### config.mk
export PLATFORM = sky130hd
export DESIGN_NAME = oam_dma_ctrl_flat
export DESIGN_NICKNAME = d
export VERILOG_FILES = /design/src/rtl/oam_dma_ctrl_pkg.sv /design/src/rtl/oam_dma_ctrl_if.sv /design/src/rtl/oam_dma_ctrl_dma_bus_mux.sv /design/src/rtl/oam_dma_ctrl.sv /design/src/flat_wrapper.sv
export SDC_FILE = /design/constraint.sdc
export NUM_CORES = 1
export LEC_CHECK = 0
export ABC_AREA = 1
export ABC_CLOCK_PERIOD_IN_PS = 2200
export CAP_MARGIN = 30
export CORE_MARGIN = 3
export CORE_UTILIZATION = 48
export CTS_BUF_LIST = sky130_fd_sc_hd__clkbuf_4 sky130_fd_sc_hd__clkbuf_8
export DETAILED_ROUTE_END_ITERATION = 6
export PLACE_DENSITY = 0.88
export SLEW_MARGIN = 5
export SYNTH_ARGS = -nofsm -noshare
export SYNTH_HDL_FRONTEND = slang
export SYNTH_SLANG_ARGS = --single-unit
### constraint.sdc
create_clock -name phi1 -period 2.2 [get_ports phi1]
set_input_delay 0.55 -clock phi1 [delete_from_list [all_inputs] [get_ports phi1]]
set_output_delay 0.55 -clock phi1 [all_outputs]
set_load 0.02 [all_outputs]
### src/rtl/oam_dma_ctrl_pkg.sv
// Shared constants and state encoding for the sprite-DMA controller.
// OAM_DMA_ALIGN_EN (see oam_dma_ctrl.sv) does not change anything declared here.
package oam_dma_ctrl_pkg;

   localparam int DEFAULT_REG_WIDTH  = 8;
   localparam int DEFAULT_ADDR_WIDTH = 16;

   localparam logic [15:0] OAM_DMA_REG  = 16'h4014;
   localparam logic [15:0] OAM_DATA_REG = 16'h2004;

   localparam logic BUS_OWNER_CPU = 1'b0;
   localparam logic BUS_OWNER_DMA = 1'b1;

   typedef enum logic [2:0] {
      DMA_ST_IDLE  = 3'd0,
      DMA_ST_HALT  = 3'd1,
      DMA_ST_ALIGN = 3'd2,
      DMA_ST_READ  = 3'd3,
      DMA_ST_WRITE = 3'd4
   } dma_state_t;

endpackage

### src/rtl/oam_dma_ctrl_if.sv
// CPU-side inputs, muxed memory bus and status of the sprite-DMA controller.
// Handshake: rdy low stalls the CPU; while bus_owner=1 the CPU inputs are ignored by the bus.
interface oam_dma_ctrl_if
   import oam_dma_ctrl_pkg::*;
#(
   parameter int REG_WIDTH  = DEFAULT_REG_WIDTH,
   parameter int ADDR_WIDTH = DEFAULT_ADDR_WIDTH
) ();

   logic [ADDR_WIDTH-1:0] cpu_addr;
   logic [REG_WIDTH-1:0]  cpu_data_out;
   logic                  cpu_we;
   logic [REG_WIDTH-1:0]  mem_data_in;

   logic                  rdy;
   logic [ADDR_WIDTH-1:0] bus_addr;
   logic [REG_WIDTH-1:0]  bus_data_out;
   logic                  bus_we;
   logic                  bus_owner;
   logic                  dma_busy;
   logic                  dma_done;

   dma_state_t            dbg_state;
   logic                  dbg_cyc_par;

   modport master (
      input  cpu_addr, cpu_data_out, cpu_we, mem_data_in,
      output rdy, bus_addr, bus_data_out, bus_we, bus_owner,
             dma_busy, dma_done, dbg_state, dbg_cyc_par
   );

   modport slave (
      output cpu_addr, cpu_data_out, cpu_we, mem_data_in,
      input  rdy, bus_addr, bus_data_out, bus_we, bus_owner,
             dma_busy, dma_done, dbg_state, dbg_cyc_par
   );

endinterface

### src/rtl/oam_dma_ctrl_dma_bus_mux.sv
// Owner select of address, write data and write enable between the CPU and the DMA engine.
module dma_bus_mux
   import oam_dma_ctrl_pkg::*;
#(
   parameter int REG_WIDTH  = DEFAULT_REG_WIDTH,
   parameter int ADDR_WIDTH = DEFAULT_ADDR_WIDTH
) (
   input  logic                  owner,
   input  logic [ADDR_WIDTH-1:0] cpu_addr,
   input  logic [REG_WIDTH-1:0]  cpu_data,
   input  logic                  cpu_we,
   input  logic [ADDR_WIDTH-1:0] dma_addr,
   input  logic [REG_WIDTH-1:0]  dma_data,
   input  logic                  dma_we,
   output logic [ADDR_WIDTH-1:0] bus_addr,
   output logic [REG_WIDTH-1:0]  bus_data,
   output logic                  bus_we
);

   assign bus_addr = (owner == BUS_OWNER_DMA) ? dma_addr : cpu_addr;
   assign bus_data = (owner == BUS_OWNER_DMA) ? dma_data : cpu_data;
   assign bus_we   = (owner == BUS_OWNER_DMA) ? dma_we   : cpu_we;

endmodule

### src/rtl/oam_dma_ctrl.sv
// Sprite-DMA controller: a CPU write to DMA_REG_ADDR stalls the CPU and copies page $XX00-$XXFF to OAM.
// Define OAM_DMA_ALIGN_EN to insert the odd-cycle ALIGN dummy read (513/514-cycle transfers).
module oam_dma_ctrl
   import oam_dma_ctrl_pkg::*;
#(
   parameter int                    REG_WIDTH     = DEFAULT_REG_WIDTH,
   parameter int                    ADDR_WIDTH    = DEFAULT_ADDR_WIDTH,
   parameter logic [ADDR_WIDTH-1:0] DMA_REG_ADDR  = OAM_DMA_REG,
   parameter logic [ADDR_WIDTH-1:0] OAM_DATA_ADDR = OAM_DATA_REG
) (
   input logic            phi1,
   input logic            reset_n,
   oam_dma_ctrl_if.master bus
);

   dma_state_t            state;
   logic                  rdy_q;
   logic                  busy_q;
   logic                  done_q;
   logic                  cyc_par;
   logic [REG_WIDTH-1:0]  page;
   logic [REG_WIDTH-1:0]  idx;
   logic [REG_WIDTH-1:0]  data_buf;
   logic                  trigger;
   logic                  dma_owner;
   logic [ADDR_WIDTH-1:0] dma_addr;

   assign trigger   = bus.cpu_we && (bus.cpu_addr == DMA_REG_ADDR);
   // HALT leaves the CPU on the bus so its in-flight cycle can complete.
   assign dma_owner = (state == DMA_ST_ALIGN) || (state == DMA_ST_READ) ||
                      (state == DMA_ST_WRITE);
   assign dma_addr  = (state == DMA_ST_WRITE) ? OAM_DATA_ADDR : {page, idx};

   always_ff @(posedge phi1) begin
      if (!reset_n) begin
         state    <= DMA_ST_IDLE;
         rdy_q    <= 1'b1;
         busy_q   <= 1'b0;
         done_q   <= 1'b0;
         cyc_par  <= 1'b0;
         page     <= '0;
         idx      <= '0;
         data_buf <= '0;
      end else begin
         cyc_par <= ~cyc_par;
         done_q  <= 1'b0;
         case (state)
            DMA_ST_IDLE: begin
               if (trigger) begin
                  page   <= bus.cpu_data_out;
                  idx    <= '0;
                  state  <= DMA_ST_HALT;
                  rdy_q  <= 1'b0;
                  busy_q <= 1'b1;
               end
            end
            DMA_ST_HALT: begin
               if (!bus.cpu_we) begin
`ifdef OAM_DMA_ALIGN_EN
                  // Next cycle odd: burn it so every READ lands on an even cycle.
                  state <= (!cyc_par) ? DMA_ST_ALIGN : DMA_ST_READ;
`else
                  state <= DMA_ST_READ;
`endif
               end
            end
            DMA_ST_ALIGN: state <= DMA_ST_READ;
            DMA_ST_READ: begin
               data_buf <= bus.mem_data_in;
               state    <= DMA_ST_WRITE;
            end
            DMA_ST_WRITE: begin
               if (&idx) begin
                  state  <= DMA_ST_IDLE;
                  rdy_q  <= 1'b1;
                  busy_q <= 1'b0;
                  done_q <= 1'b1;
               end else begin
                  idx   <= idx + 1'b1;
                  state <= DMA_ST_READ;
               end
            end
            default: begin
               state  <= DMA_ST_IDLE;
               rdy_q  <= 1'b1;
               busy_q <= 1'b0;
            end
         endcase
      end
   end

   assign bus.rdy         = rdy_q;
   assign bus.dma_busy    = busy_q;
   assign bus.dma_done    = done_q;
   assign bus.bus_owner   = dma_owner ? BUS_OWNER_DMA : BUS_OWNER_CPU;
   assign bus.dbg_state   = state;
   assign bus.dbg_cyc_par = cyc_par;

   dma_bus_mux #(
      .REG_WIDTH  (REG_WIDTH),
      .ADDR_WIDTH (ADDR_WIDTH)
   ) u_bus_mux (
      .owner    (dma_owner),
      .cpu_addr (bus.cpu_addr),
      .cpu_data (bus.cpu_data_out),
      .cpu_we   (bus.cpu_we),
      .dma_addr (dma_addr),
      .dma_data (data_buf),
      .dma_we   (state == DMA_ST_WRITE),
      .bus_addr (bus.bus_addr),
      .bus_data (bus.bus_data_out),
      .bus_we   (bus.bus_we)
   );

endmodule
### src/flat_wrapper.sv
// flat-port wrapper written by rule: the top's interface ports become plain ports
module oam_dma_ctrl_flat import oam_dma_ctrl_pkg::*;
#(
   parameter int                    REG_WIDTH     = DEFAULT_REG_WIDTH,
   parameter int                    ADDR_WIDTH    = DEFAULT_ADDR_WIDTH,
   parameter logic [ADDR_WIDTH-1:0] DMA_REG_ADDR  = OAM_DMA_REG,
   parameter logic [ADDR_WIDTH-1:0] OAM_DATA_ADDR = OAM_DATA_REG
)
  (phi1, reset_n, bus_cpu_addr, bus_cpu_data_out, bus_cpu_we, bus_mem_data_in, bus_rdy, bus_bus_addr, bus_bus_data_out, bus_bus_we, bus_bus_owner, bus_dma_busy, bus_dma_done, bus_dbg_state, bus_dbg_cyc_par);
  oam_dma_ctrl_if #(.REG_WIDTH(REG_WIDTH), .ADDR_WIDTH(ADDR_WIDTH)) bus_i ();
  input logic phi1;
  input logic reset_n;
  input wire logic [$bits(bus_i.cpu_addr)-1:0] bus_cpu_addr;
  input wire logic [$bits(bus_i.cpu_data_out)-1:0] bus_cpu_data_out;
  input wire logic [$bits(bus_i.cpu_we)-1:0] bus_cpu_we;
  input wire logic [$bits(bus_i.mem_data_in)-1:0] bus_mem_data_in;
  output wire logic [$bits(bus_i.rdy)-1:0] bus_rdy;
  output wire logic [$bits(bus_i.bus_addr)-1:0] bus_bus_addr;
  output wire logic [$bits(bus_i.bus_data_out)-1:0] bus_bus_data_out;
  output wire logic [$bits(bus_i.bus_we)-1:0] bus_bus_we;
  output wire logic [$bits(bus_i.bus_owner)-1:0] bus_bus_owner;
  output wire logic [$bits(bus_i.dma_busy)-1:0] bus_dma_busy;
  output wire logic [$bits(bus_i.dma_done)-1:0] bus_dma_done;
  output wire logic [$bits(bus_i.dbg_state)-1:0] bus_dbg_state;
  output wire logic [$bits(bus_i.dbg_cyc_par)-1:0] bus_dbg_cyc_par;
  assign bus_i.cpu_addr = bus_cpu_addr;
  assign bus_i.cpu_data_out = bus_cpu_data_out;
  assign bus_i.cpu_we = bus_cpu_we;
  assign bus_i.mem_data_in = bus_mem_data_in;
  assign bus_rdy = bus_i.rdy;
  assign bus_bus_addr = bus_i.bus_addr;
  assign bus_bus_data_out = bus_i.bus_data_out;
  assign bus_bus_we = bus_i.bus_we;
  assign bus_bus_owner = bus_i.bus_owner;
  assign bus_dma_busy = bus_i.dma_busy;
  assign bus_dma_done = bus_i.dma_done;
  assign bus_dbg_state = bus_i.dbg_state;
  assign bus_dbg_cyc_par = bus_i.dbg_cyc_par;
  oam_dma_ctrl #(.REG_WIDTH(REG_WIDTH), .ADDR_WIDTH(ADDR_WIDTH), .DMA_REG_ADDR(DMA_REG_ADDR), .OAM_DATA_ADDR(OAM_DATA_ADDR)) u_core (.phi1(phi1), .reset_n(reset_n), .bus(bus_i));
endmodule
Fig. 1: run 1, power grid
The bar under the picture is 20 µm long. Pins as bars on the die edge.
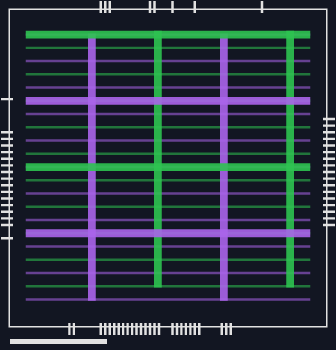
VDD: shown in green. VSS: shown in purple.
68 signal pins sit on the boundary. 4 straps on met5. 21 met1 rails follow the rows.

Fig. 2: run 1, placed cells, one color a class
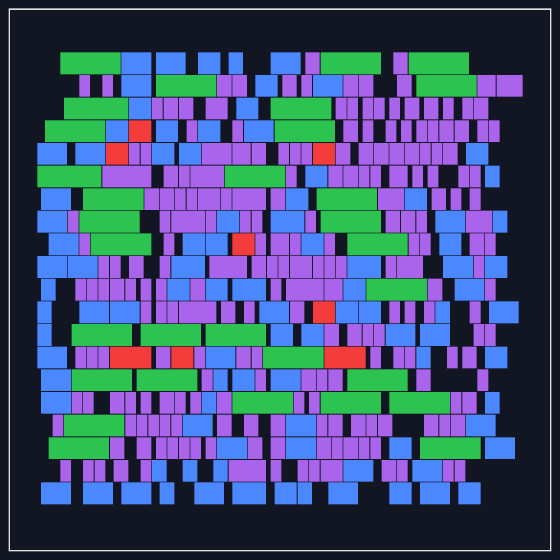
all other logic: shown in purple, cells 224, share of their area 41%. flops: shown in green, cells 31, share of their area 25%. clock drivers and dummy loads: shown in red, cells 8, share of their area 2.9%. other buffers and delay cells: shown in blue, cells 94, share of their area 31%.

Fig. 3: run 1, clock distribution
The bar under the picture is 20 µm long.
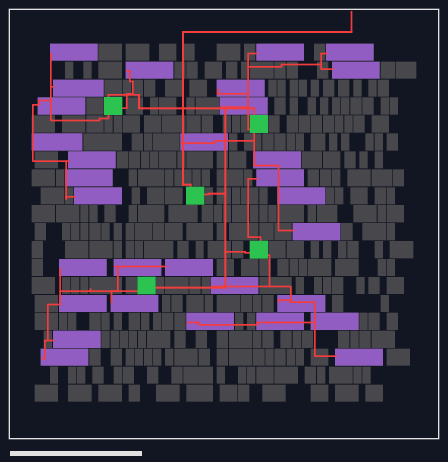
clock wires: shown in red, length 375 µm. flip-flops: shown in purple, count 31. cells driving clock nets: shown in green, count 5.
There are 6 routed clock nets.

Fig. 4: run 1, metal layers overlaid
The bar under the picture is 20 µm long.
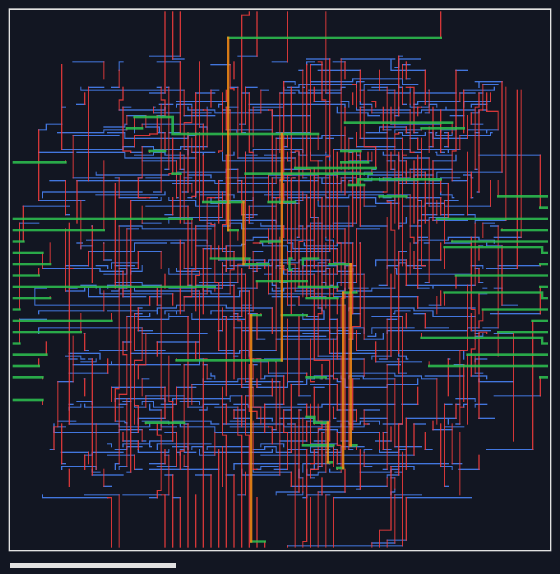
met3: shown in green, wire length 438 µm. met2: shown in red, wire length 2690 µm. met1: shown in blue, wire length 2320 µm. met4: shown in orange, wire length 133 µm.

==> flow_summary_export.csv, run 1 <==
group,metric,value,unit
global_routing,met3_usage,7.626,%
floorplan,rows,20,
clocking,cts_tree,"built",
drt,first_pass_iters,5,
finish,diodes,0,
global_routing,use_met1,31.40,%
drt,wl_met3,438,µm
global_routing,antenna_found_initial,0,
floorplan,die_h,64.88,µm
clocking,htreeDepth,2,
finish,synthToLayoutAreaGrowth,55.49,%
clocking,numCtsBuffers,5,
drt,wl_per_cell,13.91,µm
drt,wirelength,5577,µm
floorplan,die_x,64.88,µm
placed_design,dp_hpwl,3881,µm
sta,relSlewSlack,75.67,%
critical_path,worstReg2RegStart,"u_core.idx[0]$_SDFFE_PN0P_",
placed_design,place.gp.congestion,0.8928,
finish,nNetsFinal,392,
global_routing,grt_pass1_wl,9004,µm
clocking,postCtsHoldBufs,0,
critical_path,crit_arrival,1.58,ns
synth,edf_count,0,
synth,ys_seq_share,37.29,%
clocking,clock-root-buffer,"clkbuf_4",
placed_design,placedCellCount,388,
synth,ys_top_cells_by_count,"60 x nand2_1, 43 x nor2_1, 31 x dfxtp_1, 31 x inv_1, 30 x o21ai_0",
flow_run,maxCapViolCount,0,
run_status,status,"completed",
global_routing,grt_pass1_vias,2085,
critical_path,cp-start-kind,"register",
drt,met1Wirelength,2317,µm
sta,max_freq,470.4,MHz
synth,area_leaders,"dfxtp_1 37%, nand2_1 14%, nor2_1 9.7%",
synth,yosys.area.top_type_share,37.29,%
drt,vias_per_cell,5.294,
sta,maxSlewViolCount,0,
pwr,ir_drop,0.0004668,V
sta,hold_slack,0.4122,ns
sta,fin_ws,0.07434,ns
drt,top_layer_used,"met4",
finish,design_area,2587,µm²
drt,drc,0,
finish,drive_gt1_share,22.41,%
critical_path,critPathMaxFanout,8,
global_routing,busiest_layer,"met2",
drt,drt_iter0_drc,128,
critical_path,crit_end,"bus_bus_data_out[5]",
pwr,finalPower,1.147,mW
[run 1: registers in the layout, indices dropped and copies added, names as in the netlist]
register	cells
u_core.bus.dbg_state	3
u_core.bus.rdy	1
u_core.page	8
u_core.bus.dma_done	1
u_core.idx	8
u_core.data_buf	8
u_core.bus.dma_busy	1
u_core.bus.dbg_cyc_par	1
[run 1: layout make-up]
type	instances	area share [%]
inverters	34	5.077
flip-flops and latches	31	24.08
repair buffers	94	30.42
clock buffers	8	2.805
well taps	44	2.128
multi-input cells	190	35.49
[run 1: power breakdown]
group          internal [mW]  leakage, nW  total (mW)  switching (mW)
logic                  0.103        0.890       0.193          0.0898
registers              0.562        0.251       0.562        0.000525
clock network          0.200       0.0420       0.391           0.191
[run 1: layout by cell type (no fill, tap or decap), drive strengths merged, types with 3 or more instances in the layout]
| master | n |
|---|---|
| nand3 | 19 |
| buf | 43 |
| o22ai | 3 |
| clkbuf | 18 |
| nor2 | 44 |
| clkdlybuf4s50 | 41 |
| a21oi | 19 |
| o21ai | 30 |
| nor3 | 4 |
| dfxtp | 31 |
| nand4 | 3 |
| nand2 | 61 |
| inv | 32 |
[run 1: timing repair]
action	in CTS	in global routing
endpoints found under the setup margin	26	25
setup buffers	5	0
pin swaps	1	1
gates resized	100	41
[run 1: kinds of logic after synthesis]
group,count (synthesis),synth area share [%]
flip-flops,31,37.29
buffers and inverters,43,10.23
AND-OR/OR-AND,56,17.90
adder cells (fa/ha/maj),1,0.7518
AND/OR/NAND/NOR,133,33.84
[run 1: worst max-delay path, cell delays in order (launching register included)]
cell and delay (ns):
dfxtp_1 0.33, nor2_1 0.12, inv_1 0.09, nor2_4 0.12, nor2_4 0.06, inv_2 0.09
buf_4 0.16, nand2_1 0.05, nand2_1 0.07, buf_2 0.16
==> run 2: changes to the inputs <==
--- a/config.mk
+++ b/config.mk
@@ -9,10 +9,10 @@
 export ABC_CLOCK_PERIOD_IN_PS = 2200
 export CAP_MARGIN = 30
 export CORE_MARGIN = 3
-export CORE_UTILIZATION = 48
+export CORE_UTILIZATION = 45
 export CTS_BUF_LIST = sky130_fd_sc_hd__clkbuf_4 sky130_fd_sc_hd__clkbuf_8
 export DETAILED_ROUTE_END_ITERATION = 6
-export PLACE_DENSITY = 0.88
+export PLACE_DENSITY = 0.83
 export SLEW_MARGIN = 5
 export SYNTH_ARGS = -nofsm -noshare
 export SYNTH_HDL_FRONTEND = slang
Fig. 5: run 2, placed cells, one color a class
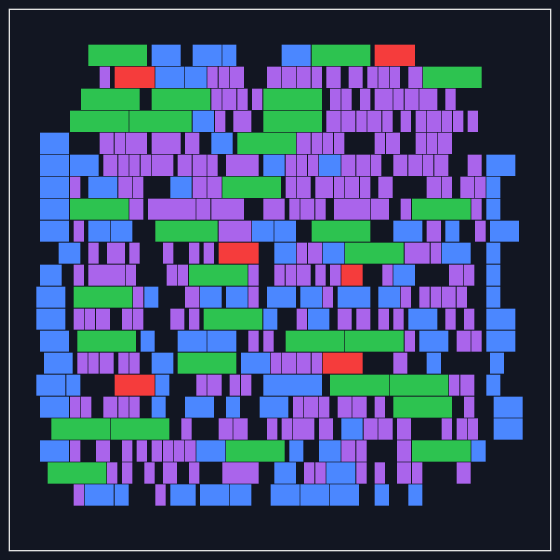
other buffers and delay cells: shown in blue, cells 91, share of their area 30%. flops: shown in green, cells 31, share of their area 25%. clock drivers and dummy loads: shown in red, cells 6, share of their area 3.1%. all other logic: shown in purple, cells 224, share of their area 42%.

==> flow_summary_export.csv, run 2 <==
group,metric,value,unit
critical_path,worstReg2RegStart,"u_core.idx[0]$_SDFFE_PN0P_",
global_routing,antenna_found_initial,0,
finish,drive_gt1_share,19.32,%
pwr,p_clk,0.421,mW
floorplan,boundaryPins,68,
pwr,pg_comb,0.183,mW
critical_path,reg2regPathDepth,8,
synth,synth_warnings,0,
clocking,clock-sinks,31,
drt,first_pass_iters,4,
finish,lay_top_cells,"60 x nand2_1, 41 x nor2_1, 41 x clkdlybuf4s50_1",
critical_path,cp-start-kind,"register",
sta,relSlewSlack,74.92,%
sta,hold_slack,0.4123,ns
synth,ys_seq_share,37.29,%
flow_run,maxCapViolCount,0,
pwr,power.internal,0.8822,mW
drt,detail-route-antenna-nets,0,
finish,top_regs,"u_core.data_buf x8, u_core.idx x8, u_core.page x8",
clocking,htreeDepth,2,
pwr,power-top-group,"registers",
pwr,p_clk_share,36.1,%
sta,clock_skew,0.003048,ns
placed_design,dp_hpwl,3798,µm
pwr,finalPower,1.168,mW
floorplan,coreArea,3442,µm²
clocking,postCtsHoldBufs,0,
finish,diodes,0,
clocking,clock-root-buffer,"clkbuf_8",
sta,tightest_slew,0.3757,ns
pwr,powerSeq,0.563,mW
global_routing,grt_pass1_wl,8155,µm
drt,wl_met3,400,µm
drt,met1Wirelength,2184,µm
run_status,status,"completed",
sta,maxSlewViolCount,0,
critical_path,r2r_slack,0.46,ns
synth,edf_count,0,
drt,wl_per_cell,12.90,µm
pwr,switching_power,0.2854,mW
finish,nNetsFinal,389,
drt,vias_per_cell,5.093,
drt,top_layer_used,"met4",
pwr,ir_drop,0.0003535,V
placed_design,dpl_cell_area,2520,µm²
synth,synth.avg_cell_area,6.303,µm²
clocking,cts_tree,"built",
pwr,pwr-share-seq,48.2,%
floorplan,die_h,66.81,µm
clocking,numCtsBuffers,5,
synth,syn_inst,264,
placed_design,place.gp.congestion,0.8913,
synth,ys_top_cells_by_count,"60 x nand2_1, 43 x nor2_1, 31 x dfxtp_1, 31 x inv_1, 30 x o21ai_0",
finish,lay_top_count,"nand2_1",
clocking,cts_buffer_depth,2,
floorplan,die_x,66.81,µm
flow_run,warnings,27,
critical_path,crit_arrival,1.59,ns
pwr,p_comb_share,15.7,%
synth,yosys.area.top_type_share,37.29,%
sta,min_period,2.143,ns
drt,drt_iter0_drc,134,
critical_path,crit_end,"bus_bus_addr[7]",
pwr,switching_share,24.44,%
finish,design_area,2537,µm²
drt,wirelength,5136,µm
critical_path,critPathMaxFanout,9,
drt,drc,0,
finish,synthToLayoutAreaGrowth,52.48,%
synth,area_leaders,"dfxtp_1 37%, nand2_1 14%, nor2_1 9.7%",
sta,max_freq,466.7,MHz
floorplan,rows,21,
global_routing,grt_pass1_vias,1848,
Fig. 6: run 2, metal layers overlaid
The bar under the picture is 20 µm long.
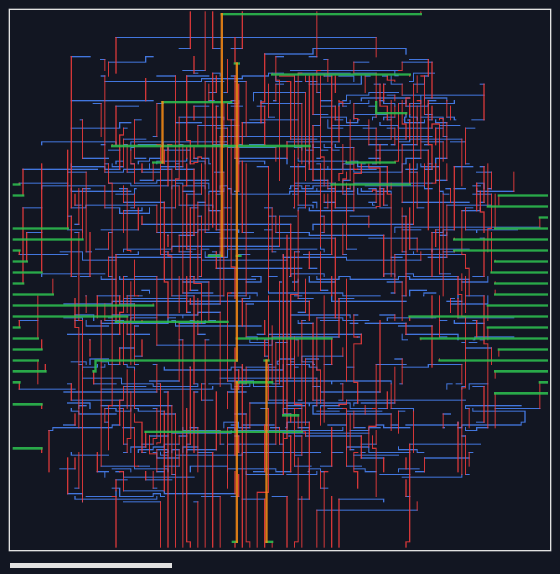
met3: shown in green, wire length 401 µm. met1: shown in blue, wire length 2180 µm. met4: shown in orange, wire length 116 µm. met2: shown in red, wire length 2440 µm.

-- run 2: layout make-up --
| type | count | area [µm²] | share of cell area [%] |
|---|---|---|---|
| Multi-Input combinational cell | 190 | 900.9 | 35.50 |
| Timing Repair Buffer | 91 | 748.2 | 29.49 |
| Sequential cell | 31 | 623.1 | 24.56 |
| Inverter | 34 | 131.4 | 5.178 |
| Clock buffer | 6 | 76.32 | 3.008 |
| Tap cell | 46 | 57.56 | 2.268 |
-- run 2: logic make-up (layout without fill, tap and decap cells) --
family          count (synthesis)  after routing  synth area share [%]
simple gates                  133            133                 33.84
compound gates                 56             56                 17.90
buf+inv                        43            131                 10.23
flops                          31             31                 37.29
fa+ha+maj                       1              1                0.7518
-- run 2: per-stage QoR --
stage	instances	utilization [%]	worst slack, ns	setup TNS [ns]
global route	398	73.72	-0.008135	-0.01753
floorplan	264	-	0.04077	0
detailed placement	389	73.21	-0.2130	-3.663
CTS	397	74.63	-0.06953	-0.1734
global placement	389	73.21	-0.2223	-3.208
finish	398	73.72	0.05748	0
-- run 2: critical path, cell delays in order (launching register included) --
cell and delay (ns):
dfxtp_2 0.35, inv_1 0.08, nor2_4 0.13, buf_4 0.14, clkinvlp_4 0.09, buf_4 0.17, o21ai_0 0.16, buf_2 0.19
-- run 2: repair_timing --
| action | 4_1_cts | 5_1_grt |
|---|---|---|
| gates resized | 93 | 29 |
| setup buffers | 2 | 1 |
| setup endpoints to repair | 26 | 26 |
| pin swaps | 0 | 0 |
-- run 2: layer usage --
metal | up-vias | global-route usage [%]
met4 | 0 | 9.137
met5 | - | 0
met3 | 12 | 8.769
li1 | 1031 | -
met2 | 71 | 40.22
met1 | 913 | 28.76
Power and IR drop assume default switching activity.
